Clock wires, drivers and flops:
Bar = 20 µm.
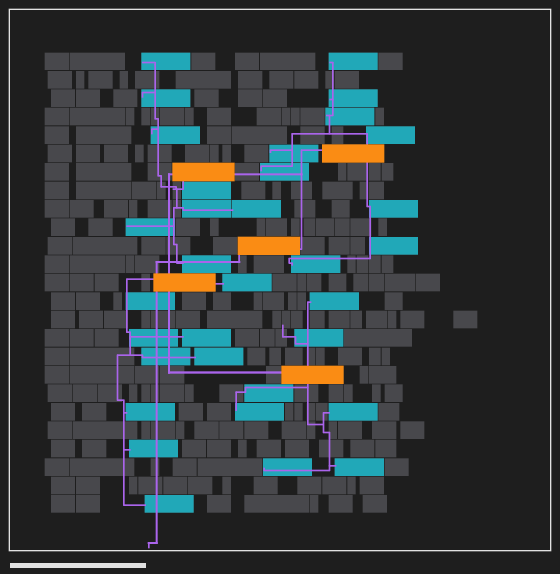
Sequential cells colored by netlist name:
Other sequential cells in the stronger gray, the rest of the logic in the fainter gray.
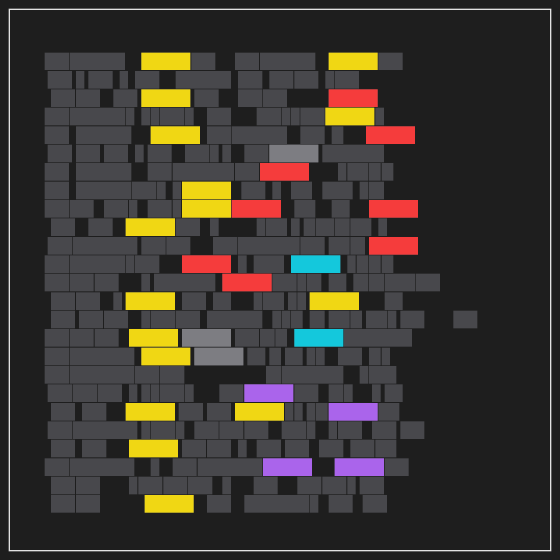
Clock wiring as the flow saved it:
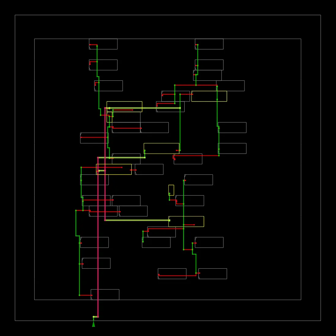
Cells by drive strength:
Bar = 20 µm.
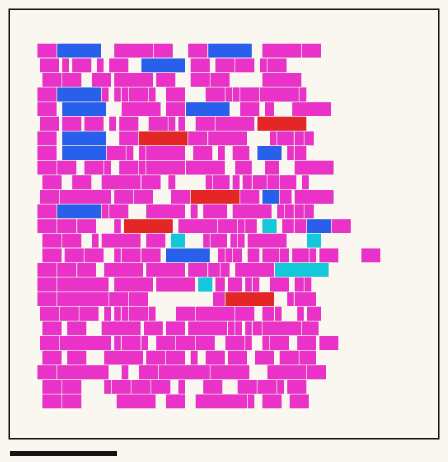
`src/rtl/wb16_pkg.sv`:
```
// Shared types and constants for the 16-bit Wishbone slave decoder.
package wb16_pkg;

  typedef enum logic [1:0] {
    IDLE   = 2'd0,
    ACCESS = 2'd1,
    DONE   = 2'd2
  } state_t;

  localparam int NUM_SLAVES = 4;
  localparam int SLV_IDX_W  = 2;

  typedef logic [SLV_IDX_W-1:0] slv_idx_t;

  localparam slv_idx_t SLV_RAM   = 2'd0;
  localparam slv_idx_t SLV_GPIA  = 2'd1;
  localparam slv_idx_t SLV_REMEX = 2'd2;
  localparam slv_idx_t SLV_ROM   = 2'd3;

  localparam logic [3:0] DEF_REGION0 = 4'h0;
  localparam logic [3:0] DEF_REGION1 = 4'h1;
  localparam logic [3:0] DEF_REGION2 = 4'h2;
  localparam logic [3:0] DEF_REGION3 = 4'hF;

  // One-hot strobe pattern for a slave index.
  function automatic logic [NUM_SLAVES-1:0] slave_onehot(input slv_idx_t idx);
    slave_onehot = NUM_SLAVES'(1) << idx;
  endfunction

endpackage

```
`src/rtl/wb16_bus_watchdog.sv`:
```
// Saturating access watchdog: counts enabled cycles since the last clear and
// flags when the count has reached TIMEOUT. It never wraps.
module wb16_bus_watchdog #(
  parameter int TIMEOUT = 255
) (
  input  logic clk_i,
  input  logic reset_i,
  input  logic clr,
  input  logic en,
  output logic expired
);

  localparam int CNT_W = $clog2(TIMEOUT + 1);
  localparam logic [CNT_W-1:0] LIMIT = CNT_W'(TIMEOUT);

  logic [CNT_W-1:0] count_reg;

  // Counter: clear wins over enable, holds once it reaches the limit.
  always_ff @(posedge clk_i) begin
    if (!reset_i) begin
      count_reg <= '0;
    end else if (clr) begin
      count_reg <= '0;
    end else if (en && (count_reg != LIMIT)) begin
      count_reg <= count_reg + CNT_W'(1);
    end
  end

  assign expired = (count_reg == LIMIT);

endmodule

```
`src/rtl/wb16_slave_decoder.sv`:
```
// Registered address decoder / sequencer for the 16-bit Wishbone bus.
// Routes one master cycle to RAM, GPIA, REMEX or ROM, completes unmapped
// accesses locally and forces completion of accesses a slave never acks.
// Build option: define WB16_DECODER_ERR_EN to signal unmapped and timed-out
// completions on m_err_o instead of m_ack_o.
module wb16_slave_decoder
  import wb16_pkg::*;
#(
  parameter int          ADR_W        = 24,
  parameter logic [3:0]  REGION0      = DEF_REGION0,
  parameter logic [3:0]  REGION1      = DEF_REGION1,
  parameter logic [3:0]  REGION2      = DEF_REGION2,
  parameter logic [3:0]  REGION3      = DEF_REGION3,
  parameter int          TIMEOUT      = 255,
  parameter logic [15:0] UNMAPPED_DAT = 16'h0000
) (
  input  logic                  clk_i,
  input  logic                  reset_i,
  input  logic [ADR_W-1:0]      m_adr_i,
  input  logic                  m_cyc_i,
  input  logic                  m_stb_i,
  input  logic                  m_we_i,
  output logic                  m_ack_o,
  output logic                  m_err_o,
  output logic [15:0]           m_dat_o,
  output logic [NUM_SLAVES-1:0] s_stb_o,
  input  logic [NUM_SLAVES-1:0] s_ack_i,
  input  logic [16*NUM_SLAVES-1:0] s_dat_i
);

  state_t                  state_reg, state_next;
  slv_idx_t                sel_reg, sel_next;
  logic [NUM_SLAVES-1:0]   stb_reg, stb_next;
  logic                    ack_reg, ack_next;
  logic [15:0]             dat_reg, dat_next;
`ifdef WB16_DECODER_ERR_EN
  logic                    err_reg, err_next;
`endif

  logic [3:0]              region_field;
  logic [3:0]              region_code [NUM_SLAVES];
  logic [NUM_SLAVES-1:0]   region_match;
  logic [15:0]             slave_dat [NUM_SLAVES];
  logic                    hit;
  slv_idx_t                hit_idx;
  logic                    wd_clr, wd_en, wd_expired;

  // The write enable and the low address bits go straight to the slaves
  // outside this block; the decoder itself never looks at them.
  logic unused_inputs;
  assign unused_inputs = ^{m_we_i, m_adr_i[ADR_W-5:0]};

  assign region_field = m_adr_i[ADR_W-1 -: 4];

  assign region_code[SLV_RAM]   = REGION0;
  assign region_code[SLV_GPIA]  = REGION1;
  assign region_code[SLV_REMEX] = REGION2;
  assign region_code[SLV_ROM]   = REGION3;

  for (genvar gi = 0; gi < NUM_SLAVES; gi++) begin : g_slave
    assign region_match[gi] = (region_field == region_code[gi]);
    assign slave_dat[gi]    = s_dat_i[16*gi +: 16];
  end

  // Priority encode the region matches; the lowest index wins on duplicates.
  always_comb begin
    hit     = |region_match;
    hit_idx = '0;
    for (int i = NUM_SLAVES - 1; i >= 0; i--) begin
      if (region_match[i]) hit_idx = slv_idx_t'(i);
    end
  end

  wb16_bus_watchdog #(
    .TIMEOUT (TIMEOUT)
  ) u_watchdog (
    .clk_i   (clk_i),
    .reset_i (reset_i),
    .clr     (wd_clr),
    .en      (wd_en),
    .expired (wd_expired)
  );

  // Next-state and registered-output logic for the access sequencer.
  always_comb begin
    state_next = state_reg;
    sel_next   = sel_reg;
    stb_next   = stb_reg;
    ack_next   = 1'b0;
    dat_next   = dat_reg;
    wd_clr     = 1'b0;
    wd_en      = 1'b0;
`ifdef WB16_DECODER_ERR_EN
    err_next   = 1'b0;
`endif
    unique case (state_reg)
      IDLE: begin
        if (m_cyc_i && m_stb_i) begin
          if (hit) begin
            sel_next   = hit_idx;
            stb_next   = slave_onehot(hit_idx);
            wd_clr     = 1'b1;
            state_next = ACCESS;
          end else begin
            dat_next   = UNMAPPED_DAT;
`ifdef WB16_DECODER_ERR_EN
            err_next   = 1'b1;
`else
            ack_next   = 1'b1;
`endif
            state_next = DONE;
          end
        end
      end
      ACCESS: begin
        wd_en = 1'b1;
        if (!m_cyc_i) begin
          // Master abort: drop the access without completing it.
          stb_next   = '0;
          state_next = IDLE;
        end else if (s_ack_i[sel_reg]) begin
          // A real ack beats a timeout expiring in the same cycle.
          dat_next   = slave_dat[sel_reg];
          ack_next   = 1'b1;
          stb_next   = '0;
          state_next = DONE;
        end else if (wd_expired) begin
          dat_next   = UNMAPPED_DAT;
`ifdef WB16_DECODER_ERR_EN
          err_next   = 1'b1;
`else
          ack_next   = 1'b1;
`endif
          stb_next   = '0;
          state_next = DONE;
        end
      end
      DONE: begin
        // Always pass through IDLE so the next strobe is sampled afresh.
        state_next = IDLE;
      end
      default: begin
        stb_next   = '0;
        state_next = IDLE;
      end
    endcase
  end

  // State and output registers; reset drops any in-flight access silently.
  always_ff @(posedge clk_i) begin
    if (!reset_i) begin
      state_reg <= IDLE;
      sel_reg   <= '0;
      stb_reg   <= '0;
      ack_reg   <= 1'b0;
      dat_reg   <= '0;
    end else begin
      state_reg <= state_next;
      sel_reg   <= sel_next;
      stb_reg   <= stb_next;
      ack_reg   <= ack_next;
      dat_reg   <= dat_next;
    end
  end

`ifdef WB16_DECODER_ERR_EN
  // Error pulse register for unmapped and timed-out completions.
  always_ff @(posedge clk_i) begin
    if (!reset_i) begin
      err_reg <= 1'b0;
    end else begin
      err_reg <= err_next;
    end
  end
  assign m_err_o = err_reg;
`else
  assign m_err_o = 1'b0;
`endif

  assign m_ack_o = ack_reg;
  assign m_dat_o = dat_reg;
  assign s_stb_o = stb_reg;

endmodule
```
`config.mk`:
```
export PLATFORM = sky130hd
export DESIGN_NAME = wb16_slave_decoder
export DESIGN_NICKNAME = d
export VERILOG_FILES = /design/src/rtl/wb16_pkg.sv /design/src/rtl/wb16_bus_watchdog.sv /design/src/rtl/wb16_slave_decoder.sv
export SDC_FILE = /design/constraint.sdc
export NUM_CORES = 1
export LEC_CHECK = 0
export CAP_MARGIN = 0
export CORE_MARGIN = 5
export CORE_UTILIZATION = 40
export CTS_BUF_LIST = sky130_fd_sc_hd__clkbuf_16
export CTS_CLUSTER_SIZE = 25
export DETAILED_ROUTE_END_ITERATION = 8
export PLACE_DENSITY = 0.86
export SLEW_MARGIN = 20
export SYNTH_ARGS = -nofsm -noshare
export SYNTH_HDL_FRONTEND = slang
export SYNTH_SLANG_ARGS = --single-unit
```
`constraint.sdc`:
```
create_clock -name clk_i -period 3.18 [get_ports clk_i]
set_input_delay 0.636 -clock clk_i [delete_from_list [all_inputs] [get_ports clk_i]]
set_output_delay 0.636 -clock clk_i [all_outputs]
set_load 0.03 [all_outputs]
```
==> qor.txt <==
sum of negative setup slack = 0 ns
FP Rows = 25
Core Util at FP = 41.1%
worst hold stages = 2
most instantiated logic cells after routing = clkdlybuf4s50_1, nand2_1, dfxtp_1
Max FO, Critical Path = 18
vias per cell = 5.09
Port-buffer cells = 96
total number of yosys warnings = 0
Area Growth Syn to Fin = 57.4%
Sw Ratio = 20.9%
Fill cells = 370
CTS root buf = clkbuf_16
final antenna-violating net count = 0
Wirelength per Cell = 15.1 µm
max FFs per register = 16
top area contributor share = 34.0%
post-detail-place hpwl = 4090 µm
Distinct lib cells used = 41
largest net degree at the start of global routing = 20
routed wire length = 5250 µm
Max H-tree Level = 2
Int Power = 0.822 mW
iteration-0 DRC count of the detailed router = 103
Seq share, synth = 34.0%
# IOs = 119
Pwr Density = 340 mW/mm²
Setup Crit Path Kind = in -> reg
Hold Path Class = reg -> reg
Worst R2R Setup Slack = 1.30 ns
Sink Count = 33
Worst setup EP type = flip-flop
cell breakdown of the critical path = clkdlybuf4s50_1 > mux4_2 > o211ai_2 > buf_4 > mux2i_1
GRT Resource Usage Total = 17.2%
postcts setup bufs = 0
status = finished, final reports clean
CTS tree = built
Reg power frac = 40.5%
min-delay src = m_dat_o[5]
Slew headroom = 57.9%
Max-Cap Viols = 0
cycle use final = 68.2%
Final Max Tran Viols = 0
Remaining DRCs = 0
logic area = 0.00117 mm²
Dominant flop cell = dfxtp_1
final core occ = 64.7%
Cells after Synth = 186
largest area contributor in the netlist = dfxtp_1
reg2reg end = m_dat_o[11]
Die Area = 0.00634 mm²
layout cells sized above 1 = 8.19%
tool warnings = 47
yosys cell count = 186
clk slew on worst S/H paths = 0.05 ns
fmax = 461 MHz
Via Count = 1772
nets = 379
Comb power frac = 17.8%
initial antenna violation count = 0
first-pass GRT wire length = 8350 µm
reg-to-reg startpoint = state_reg[0]
flip-flops with a built-in enable = 0
Overflow after GRT = 0
maximum clock path buffer count = 2
About 'clock wires, drivers and flops':
[cyan] flip-flops | count: 33
[orange] cells driving clock nets | count: 5
[purple] clock wires | length: 414 µm
routed clock nets: 6
clock power share: 41.7%
clk latency late pin: 0.27 ns
Setup Skew: 0.00230 ns

About 'sequential cells colored by netlist name':
[yellow] m_dat_o | placed flops: 16
[purple] s_stb_o | placed flops: 4 | where: bottom middle
[cyan] state_reg | placed flops: 2
[red] u_watchdog.count_reg | placed flops: 8
Seq area share: 21.6%
register area: 661 µm²

About 'clock wiring as the flow saved it':
Seq cells: 33
Num CTS Buffers: 5
CLK BUF: 5
Power Clock: 0.433 mW

About 'cells by drive strength':
[cyan] drive 3 to 4 | cells: 5 | most used: buf_4
[red] drive 6 and up | cells: 5 | most used: clkbuf_16
[blue] drive 2 | cells: 13 | most used: mux4_2
[magenta] drive 1 or less | cells: 258 | most used: clkdlybuf4s50_1

[metrics by stage]
step	total power, mW	hold WS (ns)	setup WS (ns)	std cells	area, µm²
5_1_grt	1.08	0.489	0.885	348	3060
3_3_place_gp	0.611	0.444	0.824	341	2920
2_1_floorplan	0.512	0.482	1.33	186	1940
6_report	1.04	0.459	1.01	348	3060
4_1_cts	1.05	0.467	1.01	348	3060
3_5_place_dp	0.615	0.458	0.761	341	2920
[layout make-up]
type / count / area share [%]
Sequential cell: 33 / 21.6
Tap cell: 67 / 2.74
Timing Repair Buffer: 100 / 32.4
Inverter: 4 / 0.491
Clock inverter: 2 / 0.246
Clock buffer: 5 / 4.10
Multi-Input combinational cell: 137 / 38.4
[how the worst max path moves through the flow]
stage	startpoint	slack (ns)	cells after the start	end
after floorplan	s_ack_i[3]	1.33	5	m_dat_o[1]
after global placement	s_ack_i[3]	0.82	5	m_dat_o[10]
after detailed placement	s_ack_i[1]	0.76	5	m_dat_o[2]
after CTS	s_ack_i[3]	1.01	5	m_dat_o[11]
after global routing	m_adr_i[23]	0.88	5	u_watchdog.count_reg[2]
final	s_ack_i[3]	1.01	5	m_dat_o[11]
[power groups by stage]
stage	Clock [mW]	Combinational (mW)	Sequential, mW
6_report	0.433	0.185	0.421
5_1_grt	0.457	0.197	0.421
4_1_cts	0.439	0.187	0.421
3_5_place_dp	0	0.186	0.429
3_3_place_gp	0	0.181	0.429
2_1_floorplan	0	0.0797	0.432
[layer usage]
metal | share of wire (%) | wire, µm | track usage [%] | vias to the layer above
li1 | - | - | - | 867
met1 | 34 | 1780 | 15.3 | 818
met2 | 54 | 2830 | 33.6 | 75
met3 | 9.4 | 491 | 6.32 | 12
met4 | 2.7 | 140 | 8.08 | 0
met5 | 0 | 0 | 0 | -
[critical path, delay by kind of cell]
| family | cells | cell delay [ns] |
|---|---|---|
| mux | 2 | 0.84 |
| compound gates | 1 | 0.16 |
| buf+inv | 2 | 0.71 |
[synth_stat cells (2+ instances only)]
cell / instances
nand2_1: 41
dfxtp_1: 33
mux2i_1: 21
nor2_1: 12
mux4_2: 10
mux4_1: 7
nor3_1: 5
inv_1: 4
and3_1: 3
buf_2: 3
buf_6: 3
clkbuf_1: 3
nand3_1: 3
nor2b_1: 3
xor2_1: 3
a21oi_1: 2
nand2b_1: 2
o211ai_1: 2
o21ai_0: 2
or3_1: 2
xnor2_1: 2
[cells by family (layout without fill, tap and decap cells)]
family | Yosys count | count (layout) | share of synthesized area, %
buffers and inverters | 16 | 111 | 5.54
DFF | 33 | 33 | 34.0
and+or+nand+nor | 77 | 77 | 18.5
muxes | 38 | 38 | 31.9
xor gates and xnor gates | 5 | 5 | 2.26
AOI/OAI and AO/OA | 15 | 15 | 6.90
other | 1 | 1 | 0.193
adders and majority gates | 1 | 1 | 0.645
No activity file was given, so power comes from the tool's default toggle rates.
